$ cat src/rtl/bin2bcd_seq_pkg.sv
`default_nettype none
// ============================================================================
// Module      : bin2bcd_seq_pkg
// Description : Shared constants for the sequential binary-to-BCD converter
//               and the seven-segment display path it feeds: digit count,
//               largest displayable value, overflow glyph and FSM encoding.
// Revision    : 1.0 - initial release
// ============================================================================
package bin2bcd_seq_pkg;

    // Number of decimal digits on the display; must match the driver.
    localparam int c_bcd_digits = 8;
    localparam int c_bcd_w      = 4 * c_bcd_digits;

    // Largest value that fits in c_bcd_digits decimal digits.
    localparam int c_max_dec    = 99999999;

    // Byte shown on every digit pair when the value does not fit ("FF").
    localparam logic [7:0] c_ovf_pattern = 8'hFF;

    // Converter FSM encoding.
    localparam int          c_state_w = 2;
    localparam logic [1:0]  c_st_idle = 2'd0;
    localparam logic [1:0]  c_st_conv = 2'd1;
    localparam logic [1:0]  c_st_done = 2'd2;

endpackage : bin2bcd_seq_pkg
`default_nettype wire

$ cat src/rtl/bin2bcd_seq_add3.sv
`default_nettype none
// ============================================================================
// Module      : bcd_add3
// Description : Double-dabble digit correction. Adds 3 to a BCD nibble that
//               is 5 or more so the following left shift carries correctly
//               into the next decimal digit. Purely combinational.
// Ports       : i_digit - 4-bit BCD digit before correction
//               o_digit - 4-bit corrected digit
// Revision    : 1.0 - initial release
// ============================================================================
module bcd_add3 (
    input  logic [3:0] i_digit,
    output logic [3:0] o_digit
);

    // Wraps modulo 16 by design; only reached for digits 5..15.
    assign o_digit = (i_digit >= 4'd5) ? (i_digit + 4'd3) : i_digit;

endmodule : bcd_add3
`default_nettype wire

$ cat src/rtl/bin2bcd_seq.sv
`default_nettype none
// ============================================================================
// Module      : bin2bcd_seq
// Description : Sequential binary-to-BCD converter (shift-add-3, one input
//               bit per clock). Produces 8 packed BCD digits for the
//               seven-segment driver; values above MAX_DEC show "FFFFFFFF"
//               and raise ovf. Outputs only change on completion.
// Ports       : sys_clk   - system clock
//               sys_rst_n - asynchronous active-low reset
//               start     - conversion request, honoured only when idle
//               bin       - unsigned value, sampled when start is accepted
//               busy      - conversion in progress
//               done      - one-cycle pulse when data0..data3/ovf update
//               ovf       - last accepted value exceeded MAX_DEC
//               data0..3  - packed BCD pairs, data0[3:0] = units digit
// Revision    : 1.0 - initial release
// ============================================================================
module bin2bcd_seq
    import bin2bcd_seq_pkg::*;
#(
    parameter int BIN_W   = 27,
    parameter int MAX_DEC = c_max_dec
) (
    input  logic             sys_clk,
    input  logic             sys_rst_n,
    input  logic             start,
    input  logic [BIN_W-1:0] bin,
    output logic             busy,
    output logic             done,
    output logic             ovf,
    output logic [7:0]       data0,
    output logic [7:0]       data1,
    output logic [7:0]       data2,
    output logic [7:0]       data3
);

    localparam int                 c_cnt_w   = $clog2(BIN_W + 1);
    localparam logic [c_cnt_w-1:0] c_cnt_last = c_cnt_w'(BIN_W - 1);
    localparam logic [31:0]        c_max_ext = 32'(MAX_DEC);

    logic [c_state_w-1:0] r_state;
    logic [c_cnt_w-1:0]   r_cnt;
    logic [BIN_W-1:0]     r_shift;
    logic [c_bcd_w-1:0]   r_bcd;
    logic                 r_ovf;

    logic [c_bcd_w-1:0]   w_bcd_adj;
    logic [31:0]          w_bin_ext;

    assign w_bin_ext = 32'(bin);

    // One correction cell per decimal digit, applied before every shift.
    for (genvar g = 0; g < c_bcd_digits; g++) begin : g_add3
        bcd_add3 u_add3 (
            .i_digit (r_bcd[4*g +: 4]),
            .o_digit (w_bcd_adj[4*g +: 4])
        );
    end

    always_ff @(posedge sys_clk or negedge sys_rst_n) begin
        if (!sys_rst_n) begin
            r_state <= c_st_idle;
            r_cnt   <= '0;
            r_shift <= '0;
            r_bcd   <= '0;
            r_ovf   <= 1'b0;
            busy    <= 1'b0;
            done    <= 1'b0;
            ovf     <= 1'b0;
            data0   <= 8'h00;
            data1   <= 8'h00;
            data2   <= 8'h00;
            data3   <= 8'h00;
        end else begin
            done <= 1'b0;
            case (r_state)
                c_st_idle: begin
                    // Blocking on done keeps the first accept slot at the
                    // cycle after the done pulse has dropped.
                    if (start && !done) begin
                        r_shift <= bin;
                        r_bcd   <= '0;
                        r_cnt   <= '0;
                        busy    <= 1'b1;
                        if (w_bin_ext > c_max_ext) begin
                            r_ovf   <= 1'b1;
                            r_state <= c_st_done;
                        end else begin
                            r_ovf   <= 1'b0;
                            r_state <= c_st_conv;
                        end
                    end
                end
                c_st_conv: begin
                    // Shifting the concatenation drops the BCD MSB, which
                    // can only be set for values above MAX_DEC.
                    {r_bcd, r_shift} <= {w_bcd_adj, r_shift} << 1;
                    r_cnt <= r_cnt + c_cnt_w'(1);
                    if (r_cnt == c_cnt_last) begin
                        r_state <= c_st_done;
                    end
                end
                c_st_done: begin
                    if (r_ovf) begin
                        {data3, data2, data1, data0} <= {(c_bcd_digits/2){c_ovf_pattern}};
                    end else begin
                        {data3, data2, data1, data0} <= r_bcd;
                    end
                    ovf     <= r_ovf;
                    done    <= 1'b1;
                    busy    <= 1'b0;
                    r_state <= c_st_idle;
                end
                default: begin
                    r_state <= c_st_idle;
                end
            endcase
        end
    end

endmodule : bin2bcd_seq
`default_nettype wire
$ cat config.mk
export PLATFORM = sky130hd
export DESIGN_NAME = bin2bcd_seq
export DESIGN_NICKNAME = d
export VERILOG_FILES = /design/src/rtl/bin2bcd_seq_pkg.sv /design/src/rtl/bin2bcd_seq_add3.sv /design/src/rtl/bin2bcd_seq.sv
export SDC_FILE = /design/constraint.sdc
export NUM_CORES = 1
export LEC_CHECK = 0
export CORE_ASPECT_RATIO = 0.6
export CORE_MARGIN = 3
export CORE_UTILIZATION = 32
export DETAILED_ROUTE_END_ITERATION = 8
export PLACE_DENSITY = 0.55
export SETUP_SLACK_MARGIN = 0.15
export SLEW_MARGIN = 20
export SYNTH_ARGS = -nofsm -noshare
export SYNTH_HDL_FRONTEND = slang
export SYNTH_SLANG_ARGS = --single-unit
$ cat constraint.sdc
create_clock -name sys_clk -period 2.38 [get_ports sys_clk]
set_clock_uncertainty 0.2 [all_clocks]
set_input_delay 0.357 -clock sys_clk [delete_from_list [all_inputs] [get_ports sys_clk]]
set_output_delay 0.357 -clock sys_clk [all_outputs]
set_load 0.05 [all_outputs]
closeup.png
Window x 67 to 97, y 55 to 85 um. Cells in grey, sequential cells in the stronger grey; small squares are vias.
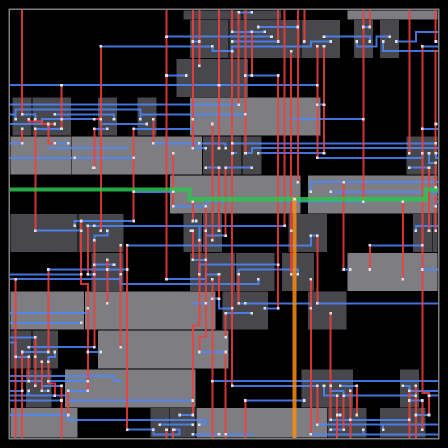
colour	layer
blue	M1
red	M2
green	M3
orange	M4
cells with their middle in the window	44
sequential cells in the window	11
netlist names of flops here include	r_shift (4), r_cnt (3), r_state (2)
most frequent	dfrtp_1 (11), nand2_1 (10)

congestion_map.png
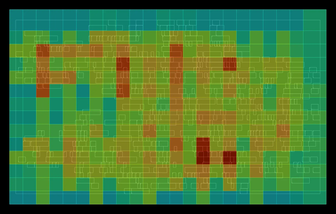
Final Util: 42.0%
WL/cell: 15.2 um
M2 GR Usage: 20.2%
GR Layer Usage met1: 22.2%

gates.png
Scale: 4 px per um.
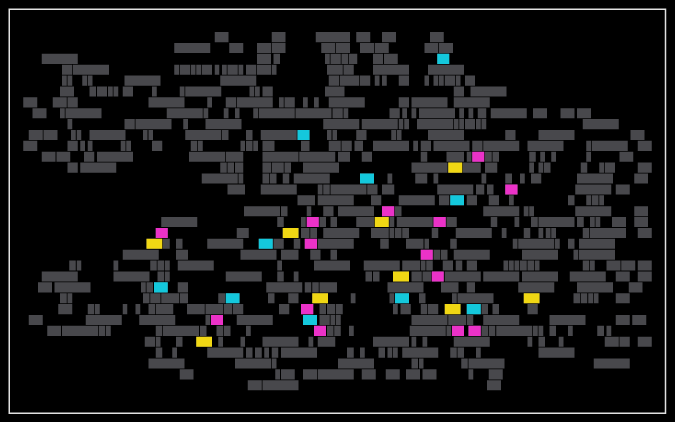
colour	family	cells
cyan	non-inverting ao/oa cells	10
magenta	xor and xnor cells	14
yellow	mux cells	9
most common cell after layout, fill and taps aside: dfrtp_1
share of cell area taken by multi-input logic gates: 34.4%
post-layout instance count excluding filler cells: 752

layers.png
Scale: 3 px per um. Only two layers are drawn.
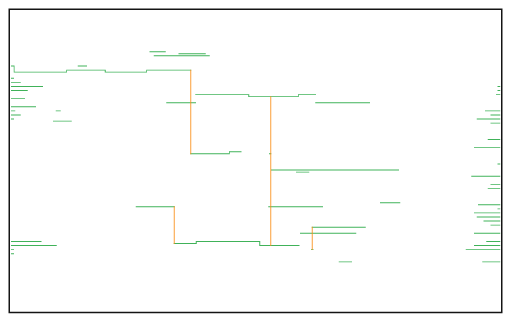
colour	layer	wire length
green	M3	544 um
orange	M4	97.2 um
global-route usage over all layers: 14.6%
vias after detailed routing: 3726
drt total wl: 11400 um

==> reports/results.ini <==
[outcome]
outcome = finished, final reports clean

[finish]
nNonClkBuffers = 79
most-common-layout-cells = dfrtp_1 (102), nand2_1 (95), clkdlybuf4s50_1 (63)
nets = 603
post_route_cells_drive_above_1_share_pct = 8.04
clkCellAreaFrac_pct = 4.66

[pwr]
combPwrFrac_pct = 47.7
leakage_nw = 2.63

[routing]
routedLengthMet1_um = 6190
drc_errors = 0
detailedRoute.firstIterationViolations = 285

[yosys]
yosys.area_share.simple_pct = 16.1
synth_compound_gate_area_share_pct = 16.7
logic_family = AND-OR/OR-AND gates
syn-instance-count = 495
ys_sh_mux_pct = 2.07
synth.yosys.num_cells = 495
synth_top_cell_by_count = dfrtp_1

[cts]
post_cts.repair.setup_buffers = 0
cts_tree = yes
clock_sink_count = 102
cts-resized-gates = 0
clock_tree.buffer_depth = 2

[final_timing]
worst_slew_margin_rel_pct = 56.1
worst-slew-pin-transition_ns = 0.658

[worst_setup_path]
end_of_the_worst_register_to_register_path = r_bcd[14]
crit_path_start = done
critical-path-max-stage-delay_ns = 0.83
required_ns = 1.82

[placed_design]
gp_congestion = 0.766
port_buffers = 64
placed_area_um2 = 5640
dp_cells = 735

[grt]
grt-busiest-layer = met1

[hold_path]
min-delay-path-class = flop to flop
hold_path_startpoint = r_shift[14]

[die]
die_width_um = 164
top_level_pins = 65

